**Run 1: metal 3**

The bar under the picture is 10 microns long. Cells faint in the background.
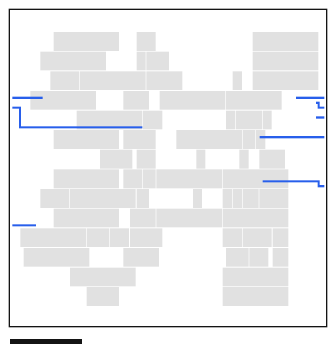
**Run 1: placement density heat map**

9 x 9 tiles, from white (low) to dark blue (high), 0 to 100% covered.
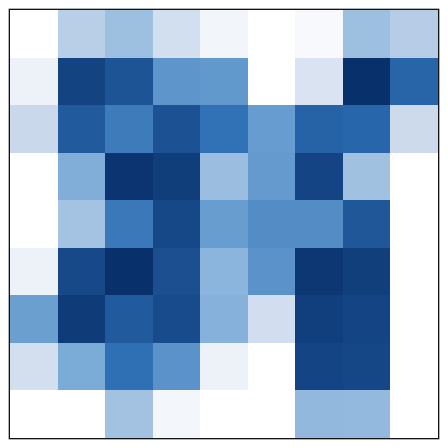
**Run 1: the metal 2 layer**

The bar under the picture is 10 microns long. Cells faint in the background.
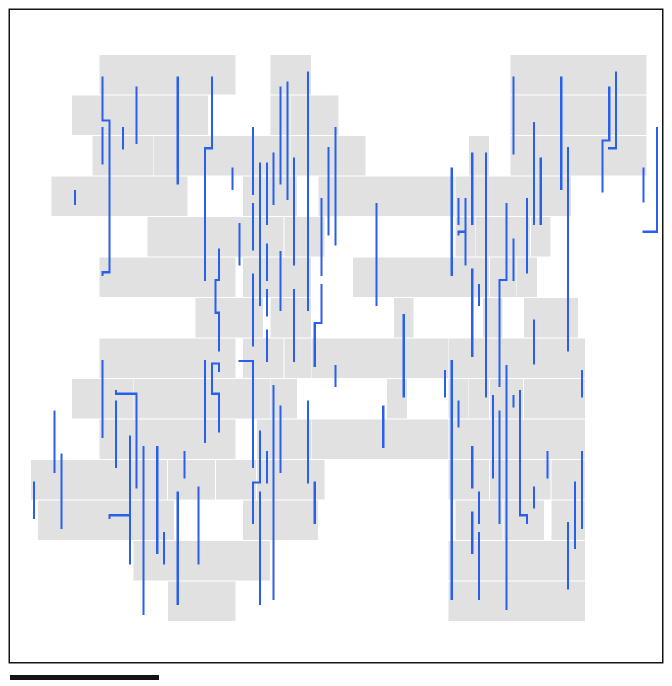
**Run 1: the metal 1 layer**

The bar under the picture is 10 microns long.
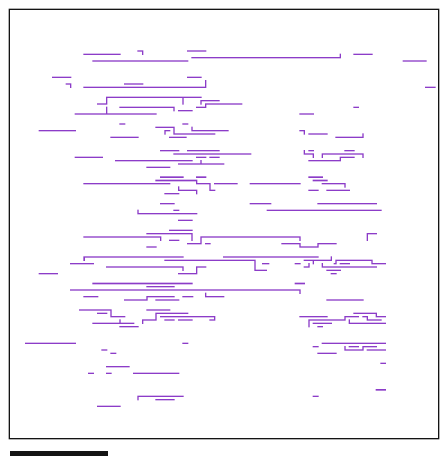
`src/rtl/sr_cond_pkg.sv`:
```
// Shared types and constants for the SR request conditioner.
// Holds the FSM state encoding, priority selectors and counter sizing.
package sr_cond_pkg;

  typedef enum logic [1:0] {
    IDLE    = 2'b00,
    PULSE   = 2'b01,
    HOLDOFF = 2'b10
  } state_t;

  localparam bit SET_WINS = 1'b1;
  localparam bit CLR_WINS = 1'b0;

  // Width needed to count up to n; never narrower than one bit.
  function automatic int cnt_w(input int n);
    return (n < 1) ? 1 : $clog2(n + 1);
  endfunction

endpackage

```
`src/rtl/sr_input_debouncer.sv`:
```
// Two-flop synchroniser plus debounce counter for one raw request line.
// Emits a one-cycle req on each debounced 0->1 transition.
module sr_input_debouncer
  import sr_cond_pkg::*;
#(
  parameter int DEBOUNCE_CYCLES = 4
) (
  input  logic clk,
  input  logic rst,
  input  logic raw,
  output logic req
);

  localparam int CW = cnt_w(DEBOUNCE_CYCLES);
  localparam logic [CW-1:0] LAST = CW'(DEBOUNCE_CYCLES - 1);

  logic          sync1;
  logic          sync2;
  logic          deb;
  logic [CW-1:0] cnt;

  // Synchronise, count consecutive disagreement, flip and flag rises.
  always_ff @(posedge clk or posedge rst) begin
    if (rst) begin
      sync1 <= 1'b0;
      sync2 <= 1'b0;
      deb   <= 1'b0;
      cnt   <= '0;
      req   <= 1'b0;
    end else begin
      sync1 <= raw;
      sync2 <= sync1;
      req   <= 1'b0;
      if (sync2 == deb) begin
        cnt <= '0;
      end else if (cnt == LAST) begin
        deb <= sync2;
        cnt <= '0;
        req <= sync2;
      end else begin
        cnt <= cnt + 1'b1;
      end
    end
  end

endmodule

```
`src/rtl/sr_request_conditioner.sv`:
```
// Turns raw set/clear requests into clean, exclusive s/r pulses.
// s and r are registered and can never be high together.
module sr_request_conditioner
  import sr_cond_pkg::*;
#(
  parameter int DEBOUNCE_CYCLES = 4,
  parameter int PULSE_CYCLES    = 1,
  parameter int HOLDOFF_CYCLES  = 2,
  parameter bit SET_PRIORITY    = CLR_WINS
) (
  input  logic clk,
  input  logic rst,
  input  logic set_raw,
  input  logic clr_raw,
  output logic s,
  output logic r,
  output logic busy,
  output logic conflict
);

  localparam int PW = cnt_w(PULSE_CYCLES);
  localparam int HW = cnt_w(HOLDOFF_CYCLES);
  localparam logic [PW-1:0] PLAST = PW'(PULSE_CYCLES - 1);
  localparam logic [HW-1:0] HLAST = HW'(HOLDOFF_CYCLES - 1);

  logic set_req;
  logic clr_req;

  state_t        state;
  state_t        state_n;
  logic [PW-1:0] pcnt;
  logic [PW-1:0] pcnt_n;
  logic [HW-1:0] hcnt;
  logic [HW-1:0] hcnt_n;
  logic          pend_set;
  logic          pend_set_n;
  logic          pend_clr;
  logic          pend_clr_n;
  logic          s_n;
  logic          r_n;
  logic          conflict_n;
  logic          want_s;
  logic          want_c;

  sr_input_debouncer #(
    .DEBOUNCE_CYCLES(DEBOUNCE_CYCLES)
  ) u_set (
    .clk(clk),
    .rst(rst),
    .raw(set_raw),
    .req(set_req)
  );

  sr_input_debouncer #(
    .DEBOUNCE_CYCLES(DEBOUNCE_CYCLES)
  ) u_clr (
    .clk(clk),
    .rst(rst),
    .raw(clr_raw),
    .req(clr_req)
  );

  assign want_s = set_req | pend_set;
  assign want_c = clr_req | pend_clr;
  assign busy   = (state != IDLE);

  // Next-state, pending-flag and output decisions.
  always_comb begin
    state_n    = state;
    pcnt_n     = pcnt;
    hcnt_n     = hcnt;
    s_n        = s;
    r_n        = r;
    conflict_n = 1'b0;
    pend_set_n = pend_set | set_req;
    pend_clr_n = pend_clr | clr_req;
    unique case (state)
      IDLE: begin
        s_n    = 1'b0;
        r_n    = 1'b0;
        pcnt_n = '0;
        hcnt_n = '0;
        if (want_s && want_c) begin
          conflict_n = 1'b1;
          pend_set_n = 1'b0;
          pend_clr_n = 1'b0;
          state_n    = PULSE;
          if (SET_PRIORITY == SET_WINS) s_n = 1'b1;
          else                          r_n = 1'b1;
        end else if (want_s) begin
          pend_set_n = 1'b0;
          s_n        = 1'b1;
          state_n    = PULSE;
        end else if (want_c) begin
          pend_clr_n = 1'b0;
          r_n        = 1'b1;
          state_n    = PULSE;
        end
      end
      PULSE: begin
        if (pcnt == PLAST) begin
          s_n     = 1'b0;
          r_n     = 1'b0;
          pcnt_n  = '0;
          state_n = (HOLDOFF_CYCLES == 0) ? IDLE : HOLDOFF;
        end else begin
          pcnt_n = pcnt + 1'b1;
        end
      end
      HOLDOFF: begin
        s_n = 1'b0;
        r_n = 1'b0;
        if (hcnt == HLAST) begin
          hcnt_n  = '0;
          state_n = IDLE;
        end else begin
          hcnt_n = hcnt + 1'b1;
        end
      end
      default: begin
        s_n     = 1'b0;
        r_n     = 1'b0;
        state_n = IDLE;
      end
    endcase
  end

  // State, counters, pending flags and registered outputs.
  always_ff @(posedge clk or posedge rst) begin
    if (rst) begin
      state    <= IDLE;
      pcnt     <= '0;
      hcnt     <= '0;
      pend_set <= 1'b0;
      pend_clr <= 1'b0;
      s        <= 1'b0;
      r        <= 1'b0;
      conflict <= 1'b0;
    end else begin
      state    <= state_n;
      pcnt     <= pcnt_n;
      hcnt     <= hcnt_n;
      pend_set <= pend_set_n;
      pend_clr <= pend_clr_n;
      s        <= s_n;
      r        <= r_n;
      conflict <= conflict_n;
    end
  end

endmodule

```
`config.mk`:
```
export PLATFORM = sky130hd
export DESIGN_NAME = sr_request_conditioner
export DESIGN_NICKNAME = d
export VERILOG_FILES = /design/src/rtl/sr_cond_pkg.sv /design/src/rtl/sr_input_debouncer.sv /design/src/rtl/sr_request_conditioner.sv
export SDC_FILE = /design/constraint.sdc
export NUM_CORES = 1
export LEC_CHECK = 0
export CORE_UTILIZATION = 50
export CTS_CLUSTER_SIZE = 10
export DETAILED_ROUTE_END_ITERATION = 10
export DONT_BUFFER_PORTS = 1
export GPL_TIMING_DRIVEN = 0
export HOLD_SLACK_MARGIN = 0.02
export SLEW_MARGIN = 20
export SYNTH_ARGS = -nofsm -noshare
export SYNTH_HDL_FRONTEND = slang
export SYNTH_HIERARCHICAL = 1
export SYNTH_SLANG_ARGS = --single-unit
```
`constraint.sdc`:
```
create_clock -name clk -period 2.45 [get_ports clk]
set_input_delay 0.3675 -clock clk [delete_from_list [all_inputs] [get_ports clk]]
set_output_delay 0.3675 -clock clk [all_outputs]
set_load 0.01 [all_outputs]
```
==> flow_metrics.py, run 1 <==
# Flow results
metrics = {
    "outcome": {
        "status": "finished, violations left",
        "violations": "DRC",
    },
    "timing": {
        "finalCriticalPeriod_ns": 1.345,
        "fmax_ghz": 0.7433,
        "slew_viol_final": 0,
        "fin_tns_setup_ns": 0,
        "relSlewSlack_pct": 74.03,
    },
    "finish": {
        "area_growth_pct": 6.447,
        "drive_above_1_share_pct": 26.56,
    },
    "critical_path": {
        "r2r_end": "u_clr/deb",
        "path_delay_family": "flip-flops",
        "worst-path-buf-inv": 1,
        "cp_cell_sequence": "nor2_4 > inv_2",
        "cpMaxStageDelayCell": "dfrtp_1",
        "end_kind": "primary output",
        "critPathCapture": "busy",
    },
    "placement": {
        "hpwlAfterDp_microns": 838.2,
        "pre_cts_ws_ns": 1.285,
    },
    "logic_synthesis": {
        "flop_cell": "dfrtp_1",
        "synth_cell_types": 21,
        "top_area_share_pct": 65.90,
        "synth-edff-count": 0,
        "synth.most_common_cell": "dfrtp_1",
        "ys.flops": 23,
        "ys_warn_count": 6,
    },
    "floorplanning": {
        "die_h_microns": 43.80,
        "initial_utilization_pct": 55.40,
    },
    "clocking": {
        "path_clk_slew_ns": 0.11,
        "cts.sinks": 23,
    },
    "detailed_routing": {
        "drt-pass1-iter-count": 6,
        "vias": 435,
        "drc_errors": 3,
        "met1_length_microns": 481,
    },
    "global_route": {
        "use_met2_pct": 22.39,
        "grt_max_degree": 13,
        "grt.busiest_layer": "met2",
        "grt.overflow.total": 0,
    },
    "power_and_ir_drop": {
        "power.density_nw_per_um2": 949.7,
        "netSwitchingFraction_pct": 29.24,
    },
}
Notes on 'metal 3' above:
wire length on this layer: 50.9 microns
main direction: horizontal
nets with wire on the layer: 8

Notes on 'placement density heat map' above:
mean over tiles: 47%
tiles over 75% full: 31%
densest ninth of the die: centre
emptiest ninth of the die: south

Notes on 'the metal 2 layer' above:
share of all routed wire: 50%
longest straight run: 16.3 microns
nets with wire on the layer: 64

Notes on 'the metal 1 layer' above:
wire length on this layer: 481 microns
longest straight run: 23.5 microns

-- run 1: what timing repair did --
action                     CTS  global route
hold buffers                 1             0
buffers inserted             0             0
hold endpoints to repair    23             0
setup endpoints to repair    0             0
-- run 1: registers in the layout (all words and copies together), names as in the netlist --
name / count
conflict: 1
state: 2
u_set/deb: 1
u_clr/cnt: 3
s: 1
u_set/sync2: 1
hcnt: 2
u_set/req: 1
u_clr/sync2: 1
u_set/cnt: 3
u_clr/sync1: 1
u_set/sync1: 1
u_clr/deb: 1
r: 1
u_clr/req: 1
pend_set: 1
pend_clr: 1
-- run 1: cell usage in the layout (no fill, tap or decap), drive strengths merged --
cell and n:
nor3b 4, inv 4, nor2b 4, or2b 1, ha 2, dlygate4sd3 1
nor4 1, and3b 2, nand2b 1, nor3 3, o21a 1, clkbuf 4
nor2 6, a21oi 1, o21ai 1, mux2 3, xnor2 2, dfrtp 23
-- run 1: area by class of cell --
class / count / share of cell area [%]
Clock buffer: 4 / 2.826
Multi-Input combinational cell: 32 / 30.42
Timing Repair Buffer: 1 / 1.077
Sequential cell: 23 / 61.91
Tap cell: 16 / 2.153
Inverter: 4 / 1.615
-- run 1: metrics by stage --
stage	hold WS [ns]	area, sq um	cells	power (W)
2_1_floorplan	0.1709	873.3	59	0.0006893
3_3_place_gp	0.1861	893.4	75	0.0007073
3_5_place_dp	0.1970	893.4	75	0.0007343
4_1_cts	0.07564	929.6	80	0.0008994
5_1_grt	0.06178	929.6	80	0.0009423
6_report	0.08978	929.6	80	0.0008829
-- run 1: logic make-up after synthesis --
logic type               Yosys count  synth area share, %
adder cells (fa/ha/maj)            2                2.865
buffers and inverters              4                1.719
XOR/XNOR                           2                2.006
flip-flops                        23                65.90
AND-OR/OR-AND                      3                2.435
AND/OR/NAND/NOR                   22                21.20
multiplexers                       3                3.868
==> run 2, diff against run 1 <==
==> constraint.sdc (replaced) <==
create_clock -name clk -period 1.35 [get_ports clk]
set_input_delay 0.2025 -clock clk [delete_from_list [all_inputs] [get_ports clk]]
set_output_delay 0.2025 -clock clk [all_outputs]
set_load 0.01 [all_outputs]
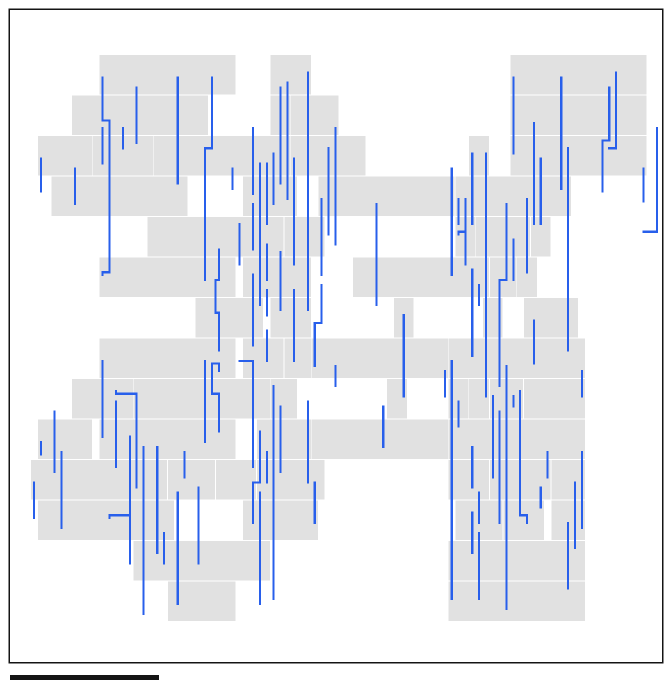
**Above:** run 2 (the metal 2 layer).
The bar under the picture is 10 microns long. Cells faint in the background.
DRT Wirelength: 1064 microns
detailed-route via count: 443
GR Util met2: 22.39%

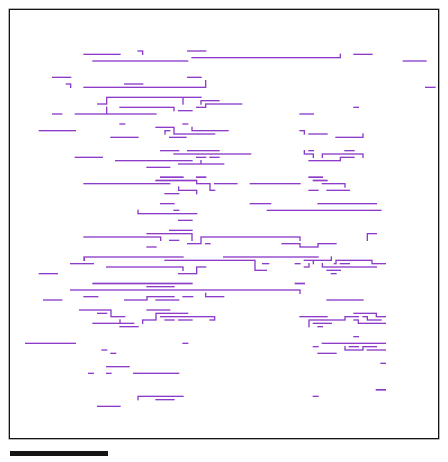
**Above:** run 2 (the metal 1 layer).
The bar under the picture is 10 microns long.
GR Util met1: 15.60%

==> run 2 against run 1 <==
  * The run still ends with DRC left
  * Non-clock buffer count rose by 2
  * Clock skew about the same
  * Cell count increased by 2.5%
  * Die area did not move
  * Global-route usage unchanged
  * Clock power is 81% higher
  * Combinational power up 84%
  * Critical path depth rose by 1
  * Utilization up 1.3 points
  * Critical endpoint is now u_clr/deb
  * Largest power group unchanged
==> flow_metrics.py, run 2 <==
# Flow results
metrics = {
    "outcome": {
        "status": "finished, violations left",
        "violations": "DRC",
    },
    "placement": {
        "hpwlAfterDp_microns": 838.2,
    },
    "global_route": {
        "grt.overflow.total": 0,
    },
    "critical_path": {
        "critPathCapture": "u_clr/deb",
        "r2r_end": "u_clr/deb",
    },
    "clocking": {
        "post_cts.repair.setup_buffers": 0,
        "cts.sinks": 23,
    },
    "finish": {
        "sh_comb_area_pct": 29.78,
        "drive_above_1_share_pct": 25.76,
        "largest_cell_class": "sequential cells",
        "seq-cell-share_pct": 60.61,
        "logic_gates": 32,
        "buffer_area_share_pct": 3.162,
        "flop-count": 23,
        "clkCellAreaFrac_pct": 2.767,
    },
    "timing": {
        "fin_tns_setup_ns": 0,
        "relSlewSlack_pct": 74.03,
    },
    "floorplanning": {
        "die_h_microns": 43.80,
        "initial_utilization_pct": 55.40,
    },
    "power_and_ir_drop": {
        "power.density_nw_per_um2": 1692,
        "netSwitchingFraction_pct": 29.20,
    },
    "logic_synthesis": {
        "ys_warn_count": 6,
        "flop_cell": "dfrtp_1",
        "top_area_share_pct": 65.90,
    },
    "detailed_routing": {
        "drc_errors": 3,
    },
}
## run 2: routing by layer
metal	up-vias	global-route usage (%)	part of all wire [%]
li1	209	-	-
met4	0	7.500	0
met5	-	0	0
met1	226	15.60	45
met3	0	2.500	4.4
met2	8	22.39	50
## run 2: worst min path at each step
| stage | endpoint | slack [ns] | from | cells after the start |
|---|---|---|---|---|
| after global routing | u_set/req | 0.33 | rst | 2 |
| after detailed placement | u_set/req | 0.03 | rst | 1 |
| after floorplan | u_clr/cnt[0] | 0.006 | rst | 1 |
| final | u_clr/cnt[2] | 0.31 | rst | 2 |
| after global placement | u_set/req | 0.02 | rst | 1 |
| after CTS | u_clr/req | 0.31 | rst | 2 |
## run 2: through the flow
| step | std cells | hold slack [ns] | worst slack [ns] | area, sq um | power [W] |
|---|---|---|---|---|---|
| final | 82 | 0.3098 | 0.1634 | 949.7 | 0.001607 |
| after global routing | 82 | 0.3262 | 0.1021 | 949.7 | 0.001715 |
| after CTS | 82 | 0.3141 | 0.1480 | 949.7 | 0.001637 |
| after detailed placement | 75 | 0.03199 | 0.1852 | 893.4 | 0.001333 |
| after global placement | 75 | 0.02109 | 0.2295 | 893.4 | 0.001284 |
| after floorplan | 59 | 0.005898 | 0.2508 | 873.3 | 0.001251 |
## run 2: cell families after synthesis
| logic type | count (synthesis) | synth area share, % |
|---|---|---|
| AND-OR/OR-AND | 3 | 2.435 |
| adder cells (fa/ha/maj) | 2 | 2.865 |
| flip-flops | 23 | 65.90 |
| buffers and inverters | 4 | 1.719 |
| XOR/XNOR | 2 | 2.006 |
| AND/OR/NAND/NOR | 22 | 21.20 |
| multiplexers | 3 | 3.868 |
## run 2: critical path: stages, from the launching register on
cell     delay [ns]
dfrtp_1        0.37
ha_1           0.18
nor2b_4        0.20
mux2_2         0.34
==> run 3, diff against run 2 <==
--- a/config.mk
+++ b/config.mk
@@ -5,6 +5,7 @@
 export SDC_FILE = /design/constraint.sdc
 export NUM_CORES = 1
 export LEC_CHECK = 0
+export ABC_CLOCK_PERIOD_IN_PS = 1350
 export CORE_UTILIZATION = 50
 export CTS_CLUSTER_SIZE = 10
 export DETAILED_ROUTE_END_ITERATION = 10
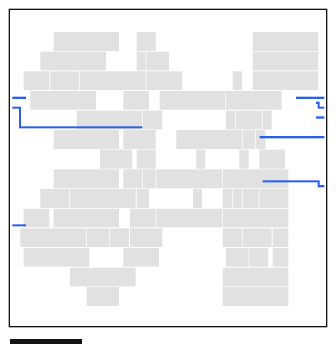
**Above:** run 3 (metal 3).
The bar under the picture is 10 microns long. Cells faint in the background.
wire length on this layer: 47.2 microns
main direction: horizontal
share of all routed wire: 4.4%
nets with wire on the layer: 8

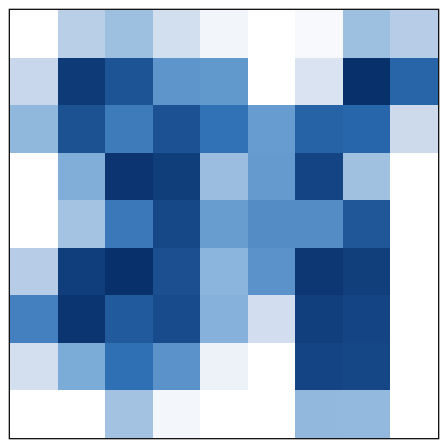
**Above:** run 3 (placement density heat map).
9 x 9 tiles, from white (low) to dark blue (high), 0 to 100% covered.
nearly empty tiles: 20%
fullest tile: 100%
emptiest ninth of the die: south

==> run 3 against run 2 <==
  * The run still ends with DRC left
  * Hold slack is the same
  * Maximum frequency is the same
  * Sequential power is essentially flat
  * Clock power is essentially flat
  * Critical path type unchanged
  * Global-route usage is the same
  * Register-to-register slack is essentially flat
  * Utilization is the same
  * Largest power group unchanged
  * Critical endpoint unchanged
  * Critical path depth is the same
  * Area after synthesis is the same
  * Via count is the same
==> flow_metrics.py, run 3 <==
# Flow results
metrics = {
    "logic_synthesis": {
        "synth.most_common_cell": "dfrtp_1",
        "flop_cell": "dfrtp_1",
        "ys_warn_count": 6,
        "ys.flops": 23,
        "ys_async_sr_fraction_pct": 100.0,
        "top_area_share_pct": 65.90,
        "synth_cell_types": 21,
    },
    "clocking": {
        "cts.sinks": 23,
        "path_clk_slew_ns": 0.11,
    },
    "timing": {
        "finalCriticalPeriod_ns": 1.187,
        "fmax_ghz": 0.8428,
        "slew_viol_final": 0,
        "relSlewSlack_pct": 74.03,
        "setup_ws_ns": 0.1634,
        "fin_tns_setup_ns": 0,
    },
    "placement": {
        "hpwlAfterDp_microns": 838.2,
        "pre_cts_ws_ns": 0.1852,
    },
    "floorplanning": {
        "die_h_microns": 43.80,
        "initial_utilization_pct": 55.40,
        "ios": 8,
    },
    "detailed_routing": {
        "drc_errors": 3,
        "drt-pass1-iter-count": 6,
        "finalWirelength_microns": 1064,
        "vias": 443,
    },
    "outcome": {
        "violations": "DRC",
        "status": "finished, violations left",
    },
    "critical_path": {
        "arrival_ns": 1.38,
        "end_kind": "flop",
    },
    "min_path": {
        "min_path_type": "primary input to asynchronous set/reset pin",
    },
    "power_and_ir_drop": {
        "seq_power_share_pct": 56.5,
        "power.density_nw_per_um2": 1692,
        "netSwitchingFraction_pct": 29.20,
    },
    "finish": {
        "area_growth_pct": 8.739,
        "design_area_sq_um": 949.7,
        "drive_above_1_share_pct": 25.76,
        "most-common-layout-cells": "23 x dfrtp_1, 5 x nor2_1",
        "lay_top_count": "dfrtp_1",
    },
    "global_route": {
        "grt.overflow.total": 0,
        "grt_max_degree": 13,
    },
}
run 3: cell counts in the layout (fill, tap and decap cells not counted):
No cell type changed its count.
run 3: kinds of logic after synthesis:
logic type | Yosys count | share of synthesized area [%]
DFF | 23 | 65.90
and+or+nand+nor | 22 | 21.20
AOI/OAI and AO/OA | 3 | 2.435
buffers and inverters | 4 | 1.719
muxes | 3 | 3.868
adders and majority gates | 2 | 2.865
xor gates and xnor gates | 2 | 2.006
run 3: cell type report:
class,count,share of cell area [%]
timing repair buffer,3,3.162
tap,16,2.108
multi-input combinational,32,29.78
clock buffer,4,2.767
inverter,4,1.581
sequential,23,60.61
run 3: routing by layer:
layer  vias to the layer above  share of wire, %  routed length (microns)  GRT usage, %
met5                         -                 0                        0             0
met4                         0                 0                        0         7.500
met3                         0               4.4                       47         2.500
met2                         8                50                      533         22.39
met1                       226                45                      484         15.60
li1                        209                 -                        -             -
run 3: stage by stage:
step	instances	power, W	hold WS [ns]
after floorplan	59	0.001251	0.005898
after global placement	75	0.001284	0.02109
after CTS	82	0.001637	0.3141
after detailed placement	75	0.001333	0.03199
after global routing	82	0.001715	0.3262
final	82	0.001607	0.3098
run 3: timing repair:
| action | CTS | global route |
|---|---|---|
| endpoints found under the hold margin | 25 | 0 |
| buffers inserted | 0 | 0 |
| hold buffers | 3 | 0 |
run 3: critical path: stages, from the launching register on:
cell and delay, ns:
dfrtp_1 0.37, ha_1 0.18, nor2b_4 0.20, mux2_2 0.34
run 3: path summary, 6_finish.rpt:
kind	from	end	slack (ns)
max	u_clr/cnt[0]	u_clr/deb	0.16
min	rst	u_clr/cnt[2]	0.31
max reg2reg	u_clr/cnt[0]	u_clr/deb	0.16
min reg2reg	u_set/sync1	u_set/sync2	0.36
max in group asynchronous	rst	pend_set	0.76
min in group clk	u_set/sync1	u_set/sync2	0.36
Power figures rest on the tool's default switching activity, not on a simulated workload.
